<file path="src/rtl/hf_req_scheduler_if.sv">
// Purpose: bundles the requester, encoder and response signals of hf_req_scheduler.
// Latency: none; this file only declares wires.
// Backpressure: req_valid/req_ready and rsp_valid/rsp_ready carry valid/ready flow control.
// Ports (slave = scheduler view):
//   req_valid/req_freq in, req_ready out   - per-requester frame handshake
//   enc_freq/enc_start out, enc_code in     - shared encoder core
//   rsp_valid/rsp_code/rsp_id out, rsp_ready in, busy out
interface hf_req_scheduler_if #(
    parameter int NUM_REQ = 4,
    parameter int ID_W    = 2
);
    logic [NUM_REQ-1:0]    req_valid;
    logic [NUM_REQ*25-1:0] req_freq;
    logic [NUM_REQ-1:0]    req_ready;
    logic [24:0]           enc_freq;
    logic                  enc_start;
    logic [19:0]           enc_code;
    logic                  rsp_valid;
    logic                  rsp_ready;
    logic [19:0]           rsp_code;
    logic [ID_W-1:0]       rsp_id;
    logic                  busy;

    // Environment side: frame sources, encoder core and result consumer.
    modport master (
        output req_valid, req_freq, enc_code, rsp_ready,
        input  req_ready, enc_freq, enc_start, rsp_valid, rsp_code, rsp_id, busy
    );

    // Scheduler side.
    modport slave (
        input  req_valid, req_freq, enc_code, rsp_ready,
        output req_ready, enc_freq, enc_start, rsp_valid, rsp_code, rsp_id, busy
    );
endinterface

</file>
<file path="src/rtl/hf_req_scheduler.sv">
// Purpose: round-robin share of one Huffman encoder core among NUM_REQ frame requesters.
// Latency: rsp_valid rises ENC_LAT+1 cycles after the accept; one job per ENC_LAT+2 cycles minimum.
// Backpressure: one job in flight; result held in RESP until rsp_ready, requesters stalled meanwhile.
// Ports: clk, rst (async active-high), bus (hf_req_scheduler_if.slave) carrying
//   req_valid/req_freq/req_ready, enc_freq/enc_start/enc_code, rsp_valid/rsp_ready/rsp_code/rsp_id, busy.
module hf_req_scheduler #(
    parameter int NUM_REQ = 4,
    parameter int ID_W    = 2,
    parameter int ENC_LAT = 1
) (
    input  logic                clk,
    input  logic                rst,
    hf_req_scheduler_if.slave   bus
);
    localparam int CNT_W = (ENC_LAT < 2) ? 1 : $clog2(ENC_LAT + 1);

    typedef enum logic [1:0] {
        IDLE = 2'd0,
        WAIT = 2'd1,
        RESP = 2'd2
    } state_t;

    state_t           state;
    state_t           state_nxt;
    logic [ID_W-1:0]  ptr;
    logic [CNT_W-1:0] cnt;
    logic [24:0]      enc_freq_q;
    logic             enc_start_q;
    logic             rsp_valid_q;
    logic [19:0]      rsp_code_q;
    logic [ID_W-1:0]  rsp_id_q;

    logic             grant_found;
    logic [ID_W-1:0]  grant_idx;
    logic [24:0]      grant_freq;
    logic             accept;
    logic [NUM_REQ-1:0] ready_vec;

    // Round-robin search: first pass covers ptr..NUM_REQ-1, second pass wraps
    // to 0..ptr-1. Only constant indices are used, so out-of-range ids never appear.
    always_comb begin
        grant_found = 1'b0;
        grant_idx   = '0;
        for (int j = 0; j < NUM_REQ; j++) begin
            if (!grant_found && (j >= int'(ptr)) && bus.req_valid[j]) begin
                grant_found = 1'b1;
                grant_idx   = ID_W'(j);
            end
        end
        for (int j = 0; j < NUM_REQ; j++) begin
            if (!grant_found && (j < int'(ptr)) && bus.req_valid[j]) begin
                grant_found = 1'b1;
                grant_idx   = ID_W'(j);
            end
        end
    end

    // Grant is only offered in IDLE and never while reset is asserted.
    assign accept = (state == IDLE) && grant_found && !rst;

    always_comb begin
        ready_vec  = '0;
        grant_freq = '0;
        for (int j = 0; j < NUM_REQ; j++) begin
            if (grant_idx == ID_W'(j)) begin
                ready_vec[j] = accept;
                grant_freq   = bus.req_freq[25*j +: 25];
            end
        end
    end

    // Next-state logic.
    always_comb begin
        state_nxt = state;
        case (state)
            IDLE:    if (accept) state_nxt = WAIT;
            WAIT:    if (cnt == CNT_W'(1)) state_nxt = RESP;
            RESP:    if (bus.rsp_ready) state_nxt = IDLE;
            default: state_nxt = IDLE;
        endcase
    end

    always_ff @(posedge clk or posedge rst) begin
        if (rst) begin
            state <= IDLE;
        end else begin
            state <= state_nxt;
        end
    end

    // Datapath registers. enc_freq is left untouched after a response so the
    // encoder input only changes on a new accept.
    always_ff @(posedge clk or posedge rst) begin
        if (rst) begin
            ptr         <= '0;
            cnt         <= '0;
            enc_freq_q  <= '0;
            enc_start_q <= 1'b0;
            rsp_valid_q <= 1'b0;
            rsp_code_q  <= '0;
            rsp_id_q    <= '0;
        end else begin
            enc_start_q <= accept;
            case (state)
                IDLE: begin
                    if (accept) begin
                        enc_freq_q <= grant_freq;
                        rsp_id_q   <= grant_idx;
                        cnt        <= CNT_W'(ENC_LAT);
                        ptr        <= (grant_idx == ID_W'(NUM_REQ - 1)) ? '0 : grant_idx + ID_W'(1);
                    end
                end
                WAIT: begin
                    if (cnt == CNT_W'(1)) begin
                        rsp_code_q  <= bus.enc_code;
                        rsp_valid_q <= 1'b1;
                    end else begin
                        cnt <= cnt - CNT_W'(1);
                    end
                end
                RESP: begin
                    if (bus.rsp_ready) begin
                        rsp_valid_q <= 1'b0;
                    end
                end
                default: ;
            endcase
        end
    end

    assign bus.req_ready = ready_vec;
    assign bus.enc_freq  = enc_freq_q;
    assign bus.enc_start = enc_start_q;
    assign bus.rsp_valid = rsp_valid_q;
    assign bus.rsp_code  = rsp_code_q;
    assign bus.rsp_id    = rsp_id_q;
    assign bus.busy      = (state != IDLE);
endmodule
</file>
<file path="src/flat_wrapper.sv">
// flat-port wrapper written by rule: the top's interface ports become plain ports
module hf_req_scheduler_flat 
#(
    parameter int NUM_REQ = 4,
    parameter int ID_W    = 2,
    parameter int ENC_LAT = 1
)
  (clk, rst, bus_req_valid, bus_req_freq, bus_enc_code, bus_rsp_ready, bus_req_ready, bus_enc_freq, bus_enc_start, bus_rsp_valid, bus_rsp_code, bus_rsp_id, bus_busy);
  hf_req_scheduler_if #(.NUM_REQ(NUM_REQ), .ID_W(ID_W)) bus_i ();
  input  logic clk;
  input  logic rst;
  input wire logic [$bits(bus_i.req_valid)-1:0] bus_req_valid;
  input wire logic [$bits(bus_i.req_freq)-1:0] bus_req_freq;
  input wire logic [$bits(bus_i.enc_code)-1:0] bus_enc_code;
  input wire logic [$bits(bus_i.rsp_ready)-1:0] bus_rsp_ready;
  output wire logic [$bits(bus_i.req_ready)-1:0] bus_req_ready;
  output wire logic [$bits(bus_i.enc_freq)-1:0] bus_enc_freq;
  output wire logic [$bits(bus_i.enc_start)-1:0] bus_enc_start;
  output wire logic [$bits(bus_i.rsp_valid)-1:0] bus_rsp_valid;
  output wire logic [$bits(bus_i.rsp_code)-1:0] bus_rsp_code;
  output wire logic [$bits(bus_i.rsp_id)-1:0] bus_rsp_id;
  output wire logic [$bits(bus_i.busy)-1:0] bus_busy;
  assign bus_i.req_valid = bus_req_valid;
  assign bus_i.req_freq = bus_req_freq;
  assign bus_i.enc_code = bus_enc_code;
  assign bus_i.rsp_ready = bus_rsp_ready;
  assign bus_req_ready = bus_i.req_ready;
  assign bus_enc_freq = bus_i.enc_freq;
  assign bus_enc_start = bus_i.enc_start;
  assign bus_rsp_valid = bus_i.rsp_valid;
  assign bus_rsp_code = bus_i.rsp_code;
  assign bus_rsp_id = bus_i.rsp_id;
  assign bus_busy = bus_i.busy;
  hf_req_scheduler #(.NUM_REQ(NUM_REQ), .ID_W(ID_W), .ENC_LAT(ENC_LAT)) u_core (.clk(clk), .rst(rst), .bus(bus_i));
endmodule
</file>
<file path="config.mk">
export PLATFORM = sky130hd
export DESIGN_NAME = hf_req_scheduler_flat
export DESIGN_NICKNAME = d
export VERILOG_FILES = /design/src/rtl/hf_req_scheduler_if.sv /design/src/rtl/hf_req_scheduler.sv /design/src/flat_wrapper.sv
export SDC_FILE = /design/constraint.sdc
export NUM_CORES = 1
export LEC_CHECK = 0
export ABC_AREA = 0
export CAP_MARGIN = 20
export CORE_MARGIN = 2
export CORE_UTILIZATION = 25
export CTS_CLUSTER_DIAMETER = 60
export DETAILED_ROUTE_END_ITERATION = 12
export GPL_TIMING_DRIVEN = 0
export PLACE_DENSITY = 0.66
export RECOVER_POWER = 100
export SETUP_SLACK_MARGIN = 0.15
export SYNTH_ARGS = -nofsm -noshare
export SYNTH_HDL_FRONTEND = slang
export SYNTH_SLANG_ARGS = --single-unit
</file>
<file path="constraint.sdc">
create_clock -name clk -period 2.7 [get_ports clk]
set_input_delay 0.54 -clock clk [delete_from_list [all_inputs] [get_ports clk]]
set_output_delay 0.54 -clock clk [all_outputs]
set_load 0.02 [all_outputs]
</file>
==> out/metrics.csv, run 1 <==
stage,metric,value,unit
outcome,status,finished clean,
synth,ys_cells,327,
clock_tree,clk_latency,290,ps
setup_path,ff2ff_path_depth,9,
synth,topCombFamilyByArea,AND-OR/OR-AND gates,
setup_path,path_class,input port to primary output,
layout,logic_gate_count,214,
synth,synth_flops,54,
layout,antenna_cells,0,
synth,yosys.area_share.simple,14.0,%
synth,ys.warnings.count,0,
layout,buf_share,38.3,%
layout,inv_count,28,
routing,wl_met1,4390,µm
job,warnings,31,
clock_tree,ctsResizeCount,87,
routing,wl_met3,1240,µm
floorplanning,floorplan.core_util,25.5,%
synth,ys_seq_share,44.2,%
routing,drt_wl_total,11700,µm
synth,synthesis.nets,458,
pwr,total_power,0.00541,W
synth,mux_area_share,8.07,%
layout,combAreaFraction,29.1,%
layout,synthToLayoutAreaGrowth,79.4,%
layout,clkbuf_count,5,
setup_path,worst-path-max-fanout,4,
setup_path,cp_data_arrival_time,2100,ps
grt,grt_first_pass_wirelength,18500,µm
hold_path,hold_end,u_core.bus.rsp_code[10],
routing,drt_iter0_markers,117,
sta,finalWorstPathRequiredPeriod,2640,ps
layout,seq_area,0.00135,mm²
synth,ys_area,0.00306,mm²
sta,hold_viol_final,0,
clock_tree,cts_buffers,5,
clock_tree,cts_tree,done,
placement,place_ws,-1270,ps
pwr,vdd_ir_drop_max,0.281,mV
floorplanning,io_pins,181,
grt,grt_usage,18.1,%
clock_tree,clockBufferDepth,2,
synth,synth.distinct_cells,33,
clock_tree,cts_hold_buf,0,
setup_path,startpoint,bus_req_valid[1],
setup_path,crit_end,bus_req_ready[0],
layout,drive_gt1_share,15.7,%
synth,ys_sh_xor,0,%
grt,met2_usage,33.1,%
layout,clkCellAreaFrac,2.67,%
layout,biggestCellCategory,non-clock buffers,
clock_tree,cts.clk_slew.worst_paths,70,ps
setup_path,critPathLaunchType,input port,
floorplanning,die_area,0.0131,mm²
setup_path,r2r_start,u_core.ptr[1],
grt,grt_start_max_net_pins,38,
sta,relSlewSlack,38.8,%
sta,rsz0062_at_grt,true,
routing,avgViaCountPerCell,4.98,
sta,fin_crit_sh,97.7,%
routing,vias,3359,
grt,antenna_found_initial,0,
clock_tree,ctsRootBufferMaster,clkbuf_16,
layout,fin_nets,657,
grt,grtUsageMet3,6.35,%
synth,syn_area_per_cell,9.34,µm²
run 1: through the flow:
stage               utilization, %  hold WS, ps  instance area [µm²]  TNS (ps)
finish                        45.8          498                 5480         0
global route                  45.8          521                 5480         0
CTS                           46.2          508                 5520         0
detailed placement            42.3          492                 5060    -19440
global placement              42.1          486                 5040    -31930
floorplan                        -          472                 3060         0
run 1: cell usage after synthesis (all sizes together):
| library cell | number | area (µm²) |
|---|---|---|
| nand2 | 28 | 113 |
| a221o | 25 | 250 |
| mux2 | 21 | 236 |
| nor3 | 2 | 15.0 |
| a21boi | 1 | 7.51 |
| a21oi | 52 | 260 |
| dfrtp | 54 | 1350 |
| nor2b | 1 | 6.26 |
| mux2i | 1 | 10.0 |
| ha | 4 | 50.1 |
| a21o | 1 | 7.51 |
| or4 | 1 | 7.51 |
| clkbuf | 24 | 90.1 |
| a31oi | 25 | 156 |
| inv | 28 | 105 |
| nor3b | 1 | 7.51 |
| or3 | 3 | 18.8 |
| o31a | 1 | 8.76 |
| nand2b | 4 | 25.0 |
| o41ai | 1 | 8.76 |
| nand3b | 25 | 188 |
| and3 | 4 | 25.0 |
| nor2 | 1 | 3.75 |
| o21ai | 6 | 30.0 |
| nor4 | 1 | 6.26 |
| o31ai | 1 | 7.51 |
| o22ai | 2 | 12.5 |
| or2 | 2 | 12.5 |
| buf | 7 | 35.0 |
run 1: critical path, stage by stage:
cell	delay [ps]
clkdlybuf4s15_1	240
a21boi_4	190
or3_4	430
ha_4	180
buf_6	110
clkbuf_16	130
and3_4	140
buf_6	120
run 1: report_power, final:
part	internal (W)	total [W]	leakage [nW]	switching (W)
registers	0.00121	0.00144	0.619	0.000230
clock network	0.000344	0.000645	0.0698	0.000300
logic	0.00162	0.00332	1.51	0.00170
total	0.00318	0.00541	2.20	0.00223
Fig. 1: run 1, wires at chosen ports, followed through buffers
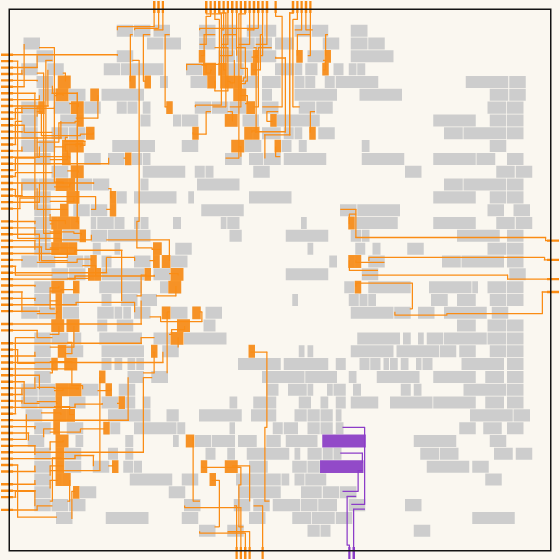
| port | colour | bits | direction | end cells | buffers | wire |
|---|---|---|---|---|---|---|
| bus_rsp_id | purple | 2 | output | 2 | 2 | 62.9 µm |
| bus_req_freq | orange | 100 | input | 100 | 100 | 2,440 µm |

Fig. 2: run 1, M3 wires
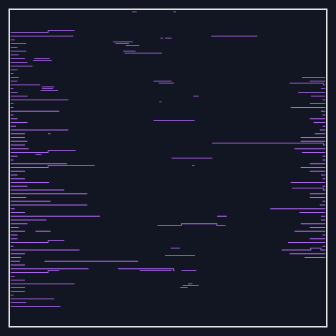
longest straight run: 40.3 µm
nets with wire on the layer: 150
share of all routed wire: 11%
wire length on this layer: 1,240 µm

Fig. 3: run 1, cell outlines without signal wires
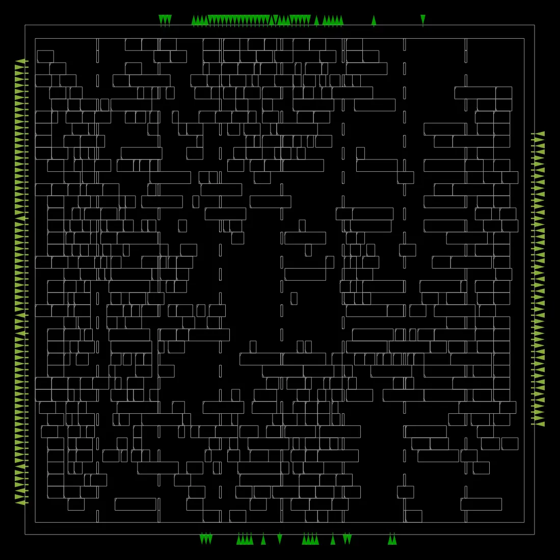
FP Rows: 40
Layout Cells excl Fill: 674
sequential share of cell area: 24.7%
Tapcells: 147

==> run 2: changes to the inputs <==
--- a/config.mk
+++ b/config.mk
@@ -7,9 +7,11 @@
 export LEC_CHECK = 0
 export ABC_AREA = 0
 export CAP_MARGIN = 20
+export CORE_ASPECT_RATIO = 1.2
 export CORE_MARGIN = 2
 export CORE_UTILIZATION = 25
 export CTS_CLUSTER_DIAMETER = 60
+export CTS_CLUSTER_SIZE = 40
 export DETAILED_ROUTE_END_ITERATION = 12
 export GPL_TIMING_DRIVEN = 0
 export PLACE_DENSITY = 0.66
Fig. 4: run 2, cell outlines without signal wires
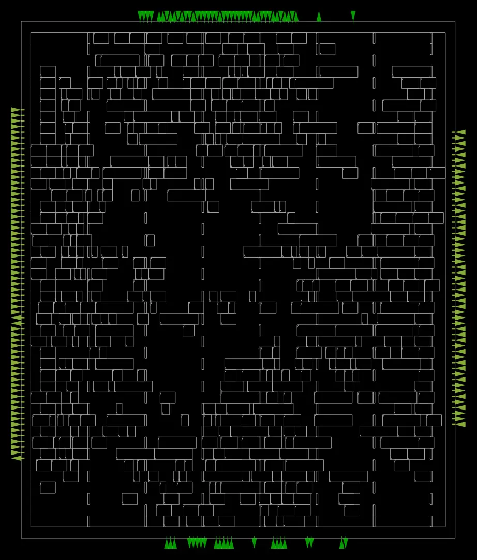
sequential share of cell area: 24.3%
FFs & Latches: 54
# fillers: 1,207
Tapcells: 161
FP Rows: 44

Fig. 5: run 2, wires at chosen ports, followed through buffers
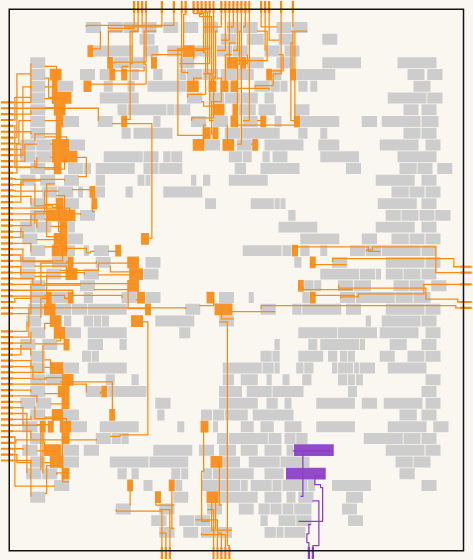
| port | colour | bits | direction | end cells | buffers | wire |
|---|---|---|---|---|---|---|
| bus_rsp_id | purple | 2 | output | 2 | 2 | 61.2 µm |
| bus_req_freq | orange | 100 | input | 100 | 100 | 2,330 µm |

==> out/metrics.csv, run 2 <==
stage,metric,value,unit,change
pwr,powerClk,0.000680,W,+5.4%
pwr,p_switching,0.00227,W,+1.5%
floorplanning,die_area,0.0131,mm²,about the same
synth,yosysTopAreaCellShare,44.2,%,unchanged
synth,ys_area,0.00306,mm²,unchanged
setup_path,cp_common_cell,buf_6,,
pwr,p_seq_share,26.0,%,-0.7 points
clock_tree,cts.clk_slew.worst_paths,70,ps,about the same
synth,yosys_most_used_dff,dfrtp_1,,
setup_path,critPathLaunchType,flop,,
sta,finalWorstPathRequiredPeriod,2670,ps,+30.4 ps
grt,grt_usage,17.4,%,-0.68 points
clock_tree,cts_tree,done,,
setup_path,worst-path-buf-inv,5,,+1
synth,synth_flops,54,,unchanged
sta,hold_viol_final,0,,unchanged
pwr,p_int,0.00327,W,+3.0%
layout,synthToLayoutAreaGrowth,82.5,%,
synth,synthTopCellsByArea,"dfrtp_1, a21oi_1, a221o_1",,
routing,drt_wl_total,11700,µm,-0.70%
setup_path,cpMaxStageDelayCell,dfrtp_2,,
setup_path,cp_slowest_stage_delay,460,ps,+30 ps
synth,top_cells_by_count,"dfrtp_1, a21oi_1, inv_1, nand2_1",,
setup_path,cp-end-kind,primary output,,
grt,grt_start_max_net_pins,41,,+7.9%
grt,antenna_found_initial,0,,unchanged
placement,place_ws,-1280,ps,-7.96 ps
synth,synthesis.nets,458,,unchanged
job,warnings,31,,unchanged
clock_tree,clk_latency,300,ps,about the same
routing,drt_iter0_markers,109,,-6.8%
synth,ys.warnings.count,0,,unchanged
synth,synth.largest_area_cell,dfrtp_1,,
clock_tree,cts_buffers,5,,unchanged
setup_path,cp_data_arrival_time,2130,ps,+30 ps
setup_path,cp_top_family,buffers and inverters,,
sta,relSlewSlack,33.0,%,-5.7 points
layout,drive_gt1_share,17.6,%,+1.8 points
pwr,combPwrFrac,61.7,%,+0.3 points
pwr,swShare,40.9,%,-0.35 points
setup_path,worst-path-max-fanout,6,,+2
pwr,vdd_ir_drop_max,0.326,mV,+16%
pwr,pg_seq,0.00144,W,about the same
routing,avgViaCountPerCell,4.80,,-3.7%
pwr,power_leader,combinational cells,,
pwr,p_clk_share,12.3,%,+0.4 points
clock_tree,clockBufferDepth,2,,unchanged
synth,synthArstFlopShare,100,%,unchanged
outcome,status,finished clean,,
layout,largest_reg_flops,25,,
clock_tree,ctsRootBufferMaster,clkbuf_16,,
clock_tree,cts_hold_buf,0,,unchanged
synth,ys_cells,327,,unchanged
synth,yosysMostFrequentCell,dfrtp_1,,
floorplanning,floorplan.core_util,25.5,%,-0.085 points
sta,fin_crit_sh,98.8,%,+1.1 points
routing,drt-pass1-iter-count,4,,
layout,fin_nets,659,,+0.30%
grt,met2_usage,32.3,%,-0.78 points
layout,fin_util,46.5,%,+0.62 points
grt,grt_first_pass_wirelength,18200,µm,-1.7%
setup_path,path_class,flop to primary output,,
setup_path,cp_cell_sequence,buf_6 -> buf_6 -> a21boi_4 -> or3_4 -> ha_4 -> buf_6 -> clkbuf_16 -> and3_4 -> buf_6,,
pwr,leakagePower,2.23,nW,
synth,edf_count,0,,unchanged
routing,vias,3313,,-1.4%
synth,synth.distinct_cells,33,,unchanged
synth,ys_seq_share,44.2,%,unchanged
pwr,p_comb,0.00342,W,+3%
grt,grtUsageMet3,4.01,%,-2.3 points
synth,syn_area_per_cell,9.34,µm²,unchanged
clock_tree,ctsResizeCount,86,,-1.1%
floorplanning,io_pins,181,,unchanged
sta,rsz0062_at_grt,true,,
placement,hpwl,8890,µm,
layout,antenna_cells,0,,unchanged
Fig. 6: run 2, where the registers sit
Other sequential cells in the stronger grey, the rest of the logic in the fainter grey.
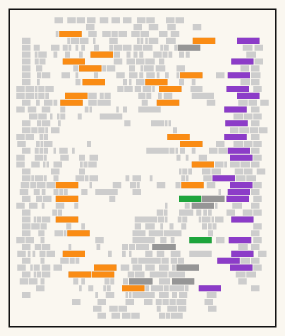
| signal | colour | placed flops |
|---|---|---|
| u_core.bus.enc_freq | orange | 25 |
| u_core.state | green | 2 |
| u_core.bus.rsp_code | purple | 20 |
not coloured: 7

-- run 2: path summary, 6_finish.rpt --
path                                          from                 endpoint  depth (start not counted)
hold / removal             u_core.bus.rsp_code[10]  u_core.bus.rsp_code[10]                          1
hold reg to reg            u_core.bus.rsp_code[10]  u_core.bus.rsp_code[10]                          1
min in group asynchronous                      rst     u_core.bus.rsp_id[0]                          2
setup reg to reg                     u_core.ptr[1]   u_core.bus.enc_freq[8]                         10
max in group asynchronous                      rst  u_core.bus.enc_freq[15]                          3
setup / recovery                     u_core.ptr[1]         bus_req_ready[0]                          9
-- run 2: per-layer routing --
| layer | wire length (µm) | share of wire (%) |
|---|---|---|
| met1 | 4590 | 39 |
| met5 | 0 | 0 |
| met2 | 6100 | 52 |
| met3 | 821 | 7.0 |
| met4 | 142 | 1.2 |
-- run 2: kinds of logic after synthesis --
family	after synthesis	synth area share [%]
buffers and inverters	59	7.53
multiplexers	22	8.07
flip-flops	54	44.2
adder cells (fa/ha/maj)	4	1.64
AND/OR/NAND/NOR	73	14.0
AND-OR/OR-AND	115	24.5
-- run 2: layout make-up --
class | instances | area [µm²]
repair buffers | 195 | 1910
flip-flops and latches | 54 | 1350
clock buffers | 6 | 139
plain buffers | 30 | 219
clock inverters | 2 | 16.3
well taps | 161 | 201
fillers | 1207 | 6430
inverters | 28 | 105
multi-input cells | 214 | 1630
-- run 2: through the flow --
step / std cells / cell area (µm²) / TNS [ps] / hold slack, ps / power (W)
after floorplan: 327 / 3060 / 0 / 472 / 0.00322
after detailed placement: 669 / 5080 / -19260 / 491 / 0.00464
after global placement: 668 / 5060 / -31030 / 486 / 0.00457
after CTS: 686 / 5510 / 0 / 508 / 0.00564
after global routing: 690 / 5580 / -44.7 / 524 / 0.00590
final: 690 / 5580 / 0 / 498 / 0.00554
==> run 3: changes to the inputs <==
--- a/config.mk
+++ b/config.mk
@@ -6,7 +6,7 @@
 export NUM_CORES = 1
 export LEC_CHECK = 0
 export ABC_AREA = 0
-export CAP_MARGIN = 20
+export CAP_MARGIN = 5
 export CORE_ASPECT_RATIO = 1.2
 export CORE_MARGIN = 2
 export CORE_UTILIZATION = 25
@@ -17,6 +17,7 @@
 export PLACE_DENSITY = 0.66
 export RECOVER_POWER = 100
 export SETUP_SLACK_MARGIN = 0.15
+export SKIP_LAST_GASP = 1
 export SYNTH_ARGS = -nofsm -noshare
 export SYNTH_HDL_FRONTEND = slang
 export SYNTH_SLANG_ARGS = --single-unit
Fig. 7: run 3, wires at chosen ports, followed through buffers
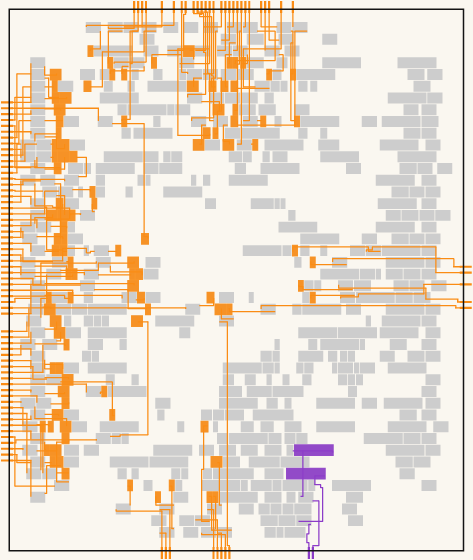
| port | colour | bits | direction | end cells | buffers | wire |
|---|---|---|---|---|---|---|
| bus_rsp_id | purple | 2 | output | 2 | 2 | 61.5 µm |
| bus_req_freq | orange | 100 | input | 100 | 100 | 2,330 µm |

Fig. 8: run 3, cell outlines without signal wires
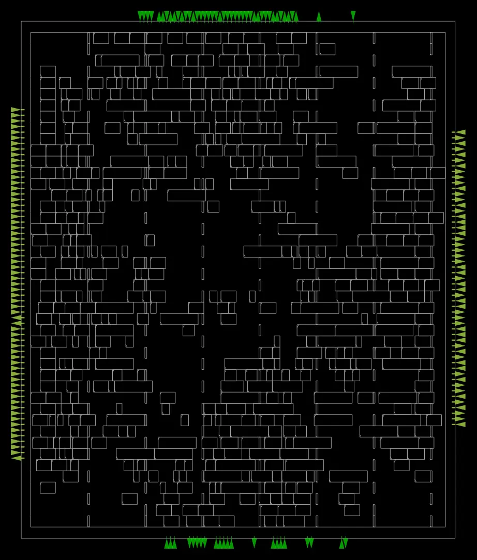
core footprint: 0.0120 mm²
sequential share of cell area: 24.3%
# fillers: 1,208

==> out/metrics.csv, run 3 <==
stage,metric,value,unit,change
outcome,status,finished clean,,
clock_tree,cts.clk_slew.worst_paths,70,ps,about the same
pwr,p_switching,0.00226,W,-0.16%
pwr,leakagePower,2.23,nW,about the same
clock_tree,cts_hold_buf,0,,unchanged
layout,largest_reg_flops,25,,unchanged
synth,synth.distinct_cells,33,,unchanged
layout,combAreaFraction,29.2,%,about the same
synth,ys_area,0.00306,mm²,unchanged
pwr,powerClk,0.000678,W,about the same
synth,yosysTopAreaCellShare,44.2,%,unchanged
layout,antenna_cells,0,,unchanged
layout,seq_cells,54,,unchanged
synth,ys_cells,327,,unchanged
routing,drt_iter0_markers,127,,+17%
layout,signal_buffers,225,,unchanged
layout,logic_area,0.00163,mm²,-0.15%
routing,avgViaCountPerCell,4.85,,+0.97%
synth,synthTopCellsByArea,"dfrtp_1, a21oi_1, a221o_1",,
synth,mux_area_share,8.07,%,unchanged
pwr,vdd_ir_drop_max,0.327,mV,+0.16%
synth,yosys_most_used_dff,dfrtp_1,,
synth,synthArstFlopShare,100,%,unchanged
placement,hpwl,8890,µm,unchanged
grt,grt_first_pass_wirelength,18200,µm,unchanged
clock_tree,clk_latency,300,ps,about the same
pwr,p_int,0.00327,W,-0.12%
clock_tree,cts_buffers,5,,unchanged
floorplanning,nWellTaps,161,,unchanged
pwr,p_clk_share,12.3,%,about the same
pwr,combPwrFrac,61.7,%,about the same
pwr,cellPowerDensity,993,mW/mm²,
routing,vias,3345,,+0.97%
setup_path,critPathLaunchType,flop,,
sta,hold_viol_final,0,,unchanged
clock_tree,ctsRootBufferMaster,clkbuf_16,,
clock_tree,clockBufferDepth,2,,unchanged
synth,synth.largest_area_cell,dfrtp_1,,
clock_tree,ctsResizeCount,86,,unchanged
layout,biggestCellCategory,non-clock buffers,,
setup_path,cp-end-kind,primary output,,
setup_path,worstPathRequired,2160,ps,
synth,yosysMostFrequentCell,dfrtp_1,,
synth,synth_flops,54,,unchanged
synth,yosys.area_share.simple,14.0,%,unchanged
layout,seq_area,0.00135,mm²,unchanged
grt,grt_usage,17.4,%,unchanged
synth,ys_seq_share,44.2,%,unchanged
floorplanning,die_area,0.0131,mm²,unchanged
clock_tree,cts_tree,done,,
routing,drt-pass1-iter-count,4,,unchanged
grt,antenna_found_initial,0,,unchanged
setup_path,cp_data_arrival_time,2130,ps,about the same
sta,fin_crit_sh,98.9,%,about the same
floorplanning,io_pins,181,,unchanged
job,warnings,31,,unchanged
pwr,total_power,0.00553,W,-0.14%
synth,syn_area_per_cell,9.34,µm²,unchanged
pwr,power_leader,combinational cells,,
layout,fin_nets,659,,unchanged
layout,clkCellAreaFrac,2.78,%,about the same
synth,topCombFamilyByArea,AND-OR/OR-AND gates,,
grt,grt_start_max_net_pins,41,,unchanged
floorplanning,floorplan.core_util,25.5,%,unchanged
layout,buf_share,38.2,%,about the same
routing,route.antenna.remaining_nets,0,,
synth,ys_sh_xor,0,%,unchanged
pwr,swShare,40.9,%,about the same
layout,clkbuf_count,6,,unchanged
synth,yosys.area_share.adder,1.64,%,unchanged
layout,logic_gate_count,214,,unchanged
grt,grt_pass1_vias,3550,,
sta,rsz0062_at_grt,true,,
setup_path,path_class,flop to primary output,,
setup_path,worst-path-max-fanout,6,,unchanged
sta,relSlewSlack,33.4,%,+0.35 points
pwr,pg_seq,0.00144,W,about the same
synth,aoi_share,24.5,%,unchanged
synth,top_cells_by_count,"dfrtp_1, a21oi_1, inv_1, nand2_1",,
floorplanning,core.rowCount,44,,unchanged
routing,drt_wl_total,11700,µm,+0.10%
layout,synthToLayoutAreaGrowth,82.4,%,about the same
synth,synthCells,327,,
layout,inv_count,28,,unchanged
sta,holdWs,498,ps,+0.00600 ps
pwr,p_comb,0.00341,W,about the same
layout,drive_gt1_share,17.4,%,-0.19 points
pwr,p_seq_share,26.0,%,about the same
Fig. 9: run 3, M3 wires
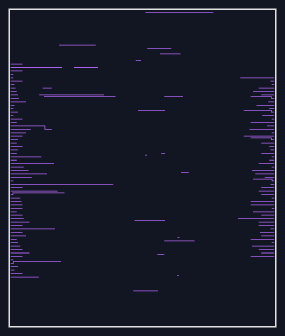
nets with wire on the layer: 129
wire length on this layer: 859 µm
longest straight run: 40.2 µm
share of all routed wire: 7.4%

run 3: cell types whose count changed in the layout (fill, tap and decap cells not counted):
cell             before  now
buf_4                13   15
buf_6                 8    6
clkdlybuf4s15_2       1    2
buf_2                 6    5
ha_2                  1    0
ha_1                  0    1
run 3: worst paths after layout:
check / from / to / slack (ps) / cells after the start
worst max-delay path: u_core.ptr[1] / bus_req_ready[0] / 30 / 9
worst min-delay path: u_core.bus.rsp_code[10] / u_core.bus.rsp_code[10] / 500 / 1
worst max register to register: u_core.ptr[1] / u_core.bus.enc_freq[8] / 230 / 10
worst min register to register: u_core.bus.rsp_code[10] / u_core.bus.rsp_code[10] / 500 / 1
max in group asynchronous: rst / u_core.bus.enc_freq[7] / 470 / 3
min in group asynchronous: rst / u_core.bus.rsp_id[0] / 840 / 2
run 3: worst max-delay path, cell delays in order, from the launching register on:
cell	delay [ps]
dfrtp_2	460
buf_6	120
buf_6	90
a21boi_4	60
or3_4	410
ha_4	170
buf_6	110
clkbuf_16	130
and3_4	140
buf_6	120
run 3: through the flow:
stage	utilization (%)	worst slack, ps	std cells	instance area, µm²	setup TNS (ps)
finish	46.4	30.7	690	5570	0
global route	46.4	-34.8	690	5570	-84.4
CTS	45.9	58.5	686	5510	0
detailed placement	42.3	-1280	669	5080	-19260
global placement	42.1	-1250	668	5060	-31030
floorplan	-	220	327	3060	0
run 3: per-layer routing:
metal | vias up | GRT usage [%] | wire, µm
met4 | 0 | 4.94 | 142
met2 | 146 | 32.3 | 6070
li1 | 1596 | - | -
met3 | 11 | 4.01 | 858
met5 | - | 0 | 0
met1 | 1592 | 19.7 | 4600
No activity file was given, so power comes from the tool's default toggle rates.
